===== src/rtl/cory_loopnd_pkg.sv =====
`default_nettype none
// ============================================================================
// Module      : cory_loopnd_pkg
// Description : Shared state encoding for the N-dimensional valid-ready loop.
// Revision    : 1.0 - initial release
// ============================================================================
package cory_loopnd_pkg;

    // Controller states: waiting for a command, or streaming beats of one.
    typedef enum logic [0:0] {
        CORY_LOOPND_IDLE = 1'b0,
        CORY_LOOPND_RUN  = 1'b1
    } state_t;

    // Upper bound on the number of loop dimensions the top accepts.
    localparam int c_MAX_DIMS = 8;

endpackage
`default_nettype wire


===== src/rtl/cory_loopnd_dim.sv =====
`default_nettype none
// ============================================================================
// Module      : cory_loopnd_dim
// Description : One loop dimension: index counter, last-compare and the
//               row-base address register that inner dimensions restart from.
// Revision    : 1.0 - initial release
// ============================================================================
module cory_loopnd_dim #(
    parameter int W = 8,
    parameter int A = 16
) (
    input  logic         clk,
    input  logic         reset_n,
    input  logic         i_clear,
    input  logic [A-1:0] i_base,
    input  logic [W-1:0] i_cnt,
    input  logic         i_step,
    input  logic         i_carry,
    input  logic [A-1:0] i_new_base,
    output logic         o_carry,
    output logic         o_last,
    output logic [W-1:0] o_idx,
    output logic [A-1:0] o_row_base
);

    logic [W-1:0] r_idx;
    logic [A-1:0] r_row_base;
    logic         w_last;

    // Last beat of this dimension when the index reaches count-1.
    assign w_last     = (r_idx == (i_cnt - W'(1)));
    // Carry out only when every inner dimension and this one are on their last.
    assign o_carry    = i_carry & w_last;
    assign o_last     = w_last;
    assign o_idx      = r_idx;
    assign o_row_base = r_row_base;

    // Index and row base: load on a new command, advance when inner dims wrap.
    always_ff @(posedge clk) begin
        if (!reset_n) begin
            r_idx      <= '0;
            r_row_base <= '0;
        end else if (i_clear) begin
            r_idx      <= '0;
            r_row_base <= i_base;
        end else if (i_step && i_carry) begin
            // Either this is the dimension that increments, or it wraps to 0;
            // in both cases it restarts from the freshly computed address.
            r_idx      <= w_last ? '0 : (r_idx + W'(1));
            r_row_base <= i_new_base;
        end
    end

endmodule
`default_nettype wire


===== src/rtl/cory_loopnd.sv =====
`default_nettype none
// ============================================================================
// Module      : cory_loopnd
// Description : Repeats each accepted command over D nested dimensions, one
//               output beat per input beat, tagging beats with indices, last
//               flags and a strided address.
// Revision    : 1.0 - initial release
// ============================================================================
module cory_loopnd
    import cory_loopnd_pkg::*;
#(
    parameter int N = 8,
    parameter int W = 8,
    parameter int D = 3,
    parameter int A = 16
) (
    input  logic           clk,
    input  logic           reset_n,
    input  logic           i_cmd_v,
    input  logic [D*W-1:0] i_cmd_cnt,
    input  logic [A-1:0]   i_cmd_base,
    input  logic [D*A-1:0] i_cmd_stride,
    output logic           o_cmd_r,
    input  logic           i_a_v,
    input  logic [N-1:0]   i_a_d,
    output logic           o_a_r,
    output logic           o_z_v,
    output logic [N-1:0]   o_z_d,
    output logic [A-1:0]   o_z_addr,
    output logic [D*W-1:0] o_z_cnt,
    output logic [D-1:0]   o_z_last,
    output logic           o_z_end,
    input  logic           i_z_r
);

    state_t         r_state;
    state_t         w_next;
    logic [D*W-1:0] r_cnt;
    logic [D*A-1:0] r_stride;
    logic [A-1:0]   r_addr;

    logic           w_beat;
    logic           w_load;
    logic           w_cnt_zero;
    logic [D:0]     w_carry;
    logic [D-1:0]   w_last;
    logic [A-1:0]   w_row_base [D];
    logic [A-1:0]   w_sel_base;
    logic [A-1:0]   w_sel_stride;
    logic [A-1:0]   w_new_addr;
    logic           w_found;

    // Dimension 0 always sees a carry; each outer dim sees the inner wrap.
    assign w_carry[0] = 1'b1;

    generate
        for (genvar g = 0; g < D; g++) begin : g_dim
            cory_loopnd_dim #(
                .W (W),
                .A (A)
            ) u_dim (
                .clk        (clk),
                .reset_n    (reset_n),
                .i_clear    (w_load),
                .i_base     (i_cmd_base),
                .i_cnt      (r_cnt[g*W +: W]),
                .i_step     (w_beat),
                .i_carry    (w_carry[g]),
                .i_new_base (w_new_addr),
                .o_carry    (w_carry[g+1]),
                .o_last     (w_last[g]),
                .o_idx      (o_z_cnt[g*W +: W]),
                .o_row_base (w_row_base[g])
            );
        end
    endgenerate

    assign o_z_d    = i_a_d;
    assign o_z_addr = r_addr;
    assign o_z_last = w_last;
    assign o_z_end  = w_carry[D];

    // Pick row base and stride of the lowest dimension not yet on its last
    // index; with every dim on last the choice is irrelevant (command ends).
    always_comb begin
        w_sel_base   = w_row_base[0];
        w_sel_stride = r_stride[0 +: A];
        w_found      = 1'b0;
        for (int k = 0; k < D; k++) begin
            if (!w_found && !w_last[k]) begin
                w_sel_base   = w_row_base[k];
                w_sel_stride = r_stride[k*A +: A];
                w_found      = 1'b1;
            end
        end
    end

    assign w_new_addr = w_sel_base + w_sel_stride;

    // A command with any zero count produces no beats and is dropped.
    always_comb begin
        w_cnt_zero = 1'b0;
        for (int k = 0; k < D; k++) begin
            if (i_cmd_cnt[k*W +: W] == '0) begin
                w_cnt_zero = 1'b1;
            end
        end
    end

    // Next state and handshakes; a command may be taken on the final beat.
    always_comb begin
        w_next  = r_state;
        o_cmd_r = 1'b0;
        o_z_v   = 1'b0;
        o_a_r   = 1'b0;
        w_beat  = 1'b0;
        w_load  = 1'b0;
        case (r_state)
            CORY_LOOPND_IDLE: begin
                o_cmd_r = 1'b1;
                if (i_cmd_v && !w_cnt_zero) begin
                    w_load = 1'b1;
                    w_next = CORY_LOOPND_RUN;
                end
            end
            CORY_LOOPND_RUN: begin
                o_z_v  = i_a_v;
                o_a_r  = i_z_r;
                w_beat = i_a_v & i_z_r;
                if (w_beat && o_z_end) begin
                    o_cmd_r = 1'b1;
                    if (i_cmd_v && !w_cnt_zero) begin
                        w_load = 1'b1;
                    end else begin
                        w_next = CORY_LOOPND_IDLE;
                    end
                end
            end
            default: w_next = CORY_LOOPND_IDLE;
        endcase
    end

    // State register.
    always_ff @(posedge clk) begin
        if (!reset_n) begin
            r_state <= CORY_LOOPND_IDLE;
        end else begin
            r_state <= w_next;
        end
    end

    // Latched command fields and running address.
    always_ff @(posedge clk) begin
        if (!reset_n) begin
            r_cnt    <= '0;
            r_stride <= '0;
            r_addr   <= '0;
        end else if (w_load) begin
            r_cnt    <= i_cmd_cnt;
            r_stride <= i_cmd_stride;
            r_addr   <= i_cmd_base;
        end else if (w_beat) begin
            r_addr   <= w_new_addr;
        end
    end

endmodule
`default_nettype wire


===== config.mk =====
export PLATFORM = sky130hd
export DESIGN_NAME = cory_loopnd
export DESIGN_NICKNAME = d
export VERILOG_FILES = /design/src/rtl/cory_loopnd_pkg.sv /design/src/rtl/cory_loopnd_dim.sv /design/src/rtl/cory_loopnd.sv
export SDC_FILE = /design/constraint.sdc
export NUM_CORES = 1
export LEC_CHECK = 0
export CAP_MARGIN = 20
export CORE_UTILIZATION = 35
export DETAILED_ROUTE_END_ITERATION = 7
export HOLD_SLACK_MARGIN = 0.05
export PLACE_DENSITY = 0.69
export SYNTH_ARGS = -nofsm -noshare
export SYNTH_HDL_FRONTEND = slang
export SYNTH_SLANG_ARGS = --single-unit

===== constraint.sdc =====
create_clock -name clk -period 11.4 [get_ports clk]
set_clock_uncertainty 0.2 [all_clocks]
set_input_delay 2.85 -clock clk [delete_from_list [all_inputs] [get_ports clk]]
set_output_delay 2.85 -clock clk [all_outputs]
set_load 0.05 [all_outputs]

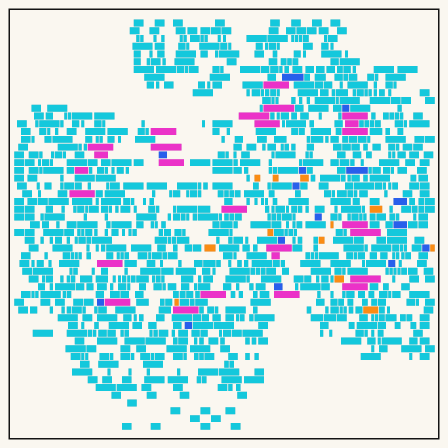
(cells by drive strength)
size	color	cells	share
x6 and larger	magenta	26	2.5%
x1 and smaller	cyan	988	95%
x2	orange	12	1.2%
x3 and x4	blue	15	1.4%

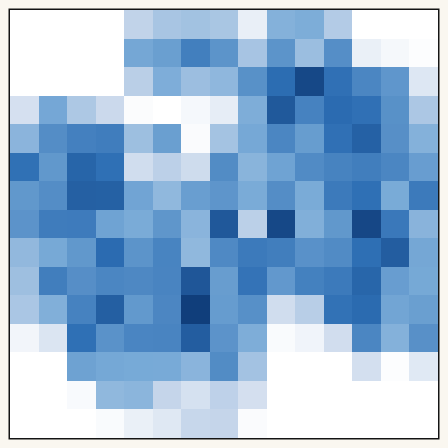
(cell density map)
The die is cut into 15 by 15 equal tiles; white is low, dark blue is high, 0 to 100% covered.
tiles over 75% full	8.4%
mean over tiles	42%
nearly empty tiles	18%

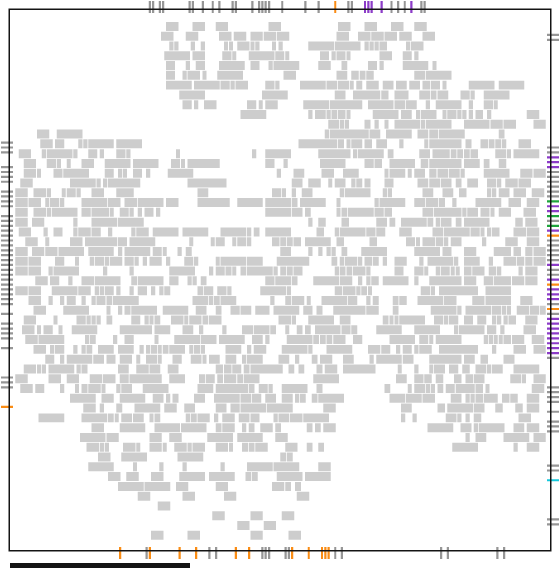
(pin placement)
The bar under the picture is 50 um long. Pins as bars across the die edge, other pins in gray.
port	color	pins	direction	edge
o_z_last	green	3	output	right
i_cmd_cnt	purple	24	input	19 right, 5 top
o_z_addr	orange	16	output	11 bottom, 3 right, 1 top, 1 left
clk	cyan	1	input	right
all pins by edge	59 right, 40 left, 32 top, 25 bottom

==> reports/qor.json <==
{
  "timing.critical_path.cells": "clkdlybuf4s50_1 -> and2_1 -> a41o_1 -> clkdlybuf4s50_1",
  "synth.top_cells.by_area": "dfxtp_1 (38%), nand2_1 (9.9%), a21boi_1 (7.2%)",
  "slew_viol_final": 0,
  "yosys.area_share.adder_pct": 3.684,
  "row_count": 53,
  "vias_in_the_first_global_route": 6152,
  "grtUsageMet3_pct": 4.787,
  "async_flop_share_pct": 0,
  "hp-start": "r_stride[20]$_SDFFE_PN0P_",
  "synth_cell_type_count": 63,
  "r2r_endpoint": "g_dim[1].u_dim.o_row_base[14]$_SDFFE_PN0P_",
  "hpwlAfterDp_um": 14090,
  "top_level_ports": 156,
  "outcome": "finished clean",
  "routed_length_on_met2_um": 9326,
  "post_synth_main_logic_family": "AND-OR/OR-AND gates",
  "synthSimpleGateAreaFrac_pct": 20.18,
  "syn-mean-instance-area_um2": 8.253,
  "seq_area_frac_synth_pct": 37.82,
  "pg_comb_mw": 0.229,
  "use_met1_pct": 23.98,
  "postRouteAntennaNets": 0,
  "worstRegToRegCells": 21,
  "maxSlewHeadroom_pct": 29.58,
  "hold_path_depth": 2,
  "core_mm2": 0.02129,
  "power.static_leakage_nw": 4.197,
  "rsz_0062_raised_after_global_routing": "false",
  "layout_top_cell": "nand2_1",
  "postcts_resize_cnt": 0,
  "placedCellCount": 1284,
  "fill_cells": 2067,
  "ir_worst_vdd_v": 0.00007751,
  "busiest_layer": "met2",
  "syn_nets": 1053,
  "endpoint": "o_cmd_r",
  "synth.yosys.warnings": 0,
  "ctsHtreeMaxLevel": 4,
  "antenna_found_initial": 0,
  "synth_xor_xnor_area_share_pct": 6.961,
  "path_class_of_the_lowest_slack_min_delay_path": "flop to flop",
  "cp_num_cells": 4,
  "cts-root-buf": "clkbuf_16"
}
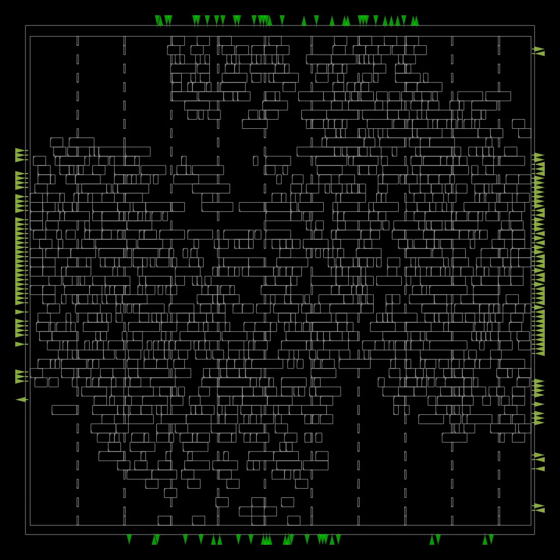
(placed standard cells)
number of sequential cells in the layout: 145
post-route insts no fill: 1316

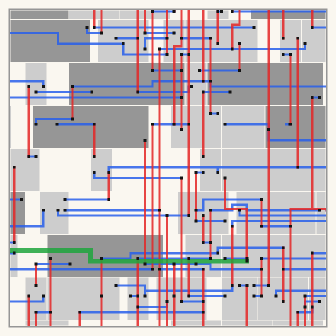
(zoomed window)
Region (103, 103) to (123, 123) um. Cells in gray, sequential cells in the stronger gray; small squares are vias.
layer	color
M1	blue
M2	red
M3	green
netlist names of flops here include	g_dim.u_dim.o_idx (6)
cells with their middle in the window	30
most frequent	nor2_1 (6), dfxtp_1 (6), xor2_1 (4)
sequential cells in the window	6

[cells in the mapped netlist (3+ instances only)]
| cell | number |
|---|---|
| dfxtp_1 | 145 |
| o21ai_0 | 13 |
| buf_4 | 14 |
| or3_1 | 5 |
| and2_1 | 3 |
| ha_1 | 21 |
| nand4_1 | 10 |
| nor2b_1 | 3 |
| nand3_1 | 14 |
| o2bb2ai_1 | 11 |
| nand3b_1 | 3 |
| a31oi_1 | 6 |
| and3_1 | 7 |
| buf_2 | 20 |
| o22ai_1 | 3 |
| o21ai_1 | 5 |
| nand2_1 | 202 |
| a21o_1 | 6 |
| o211ai_1 | 3 |
| inv_1 | 15 |
| o21bai_1 | 3 |
| nor2_1 | 65 |
| a21oi_1 | 63 |
| xor2_1 | 32 |
| xnor2_1 | 29 |
| mux2i_1 | 41 |
| a221oi_1 | 3 |
| nand2b_1 | 5 |
| o211a_1 | 16 |
| nor3_1 | 10 |
| a21boi_1 | 74 |
| clkbuf_1 | 29 |
| nor4_1 | 12 |
[through the flow]
stage	hold slack (ns)	area (um^2)	util [%]	worst slack (ns)
5_1_grt	0.2666	9804	46.06	3.668
4_1_cts	0.2532	9804	46.06	3.744
3_5_place_dp	0.2447	9134	42.91	3.754
2_1_floorplan	0.2301	7675	-	4.873
3_3_place_gp	0.2397	9134	42.91	3.779
6_report	0.2503	9804	46.06	3.755
[cell type report]
cell class                      count  area share [%]
Inverter                           16          0.6126
Sequential cell                   145           29.61
Clock inverter                     12           2.080
Timing Repair Buffer              145           14.60
Tap cell                          275           3.509
Multi-Input combinational cell    703           44.83
Clock buffer                       20           4.760
[sequential cells by signal, summed over array words and instances (netlist names)]
signal / flops
r_stride: 48
r_state: 1
r_cnt: 24
g_dim.u_dim.o_row_base: 48
g_dim.u_dim.o_idx: 24
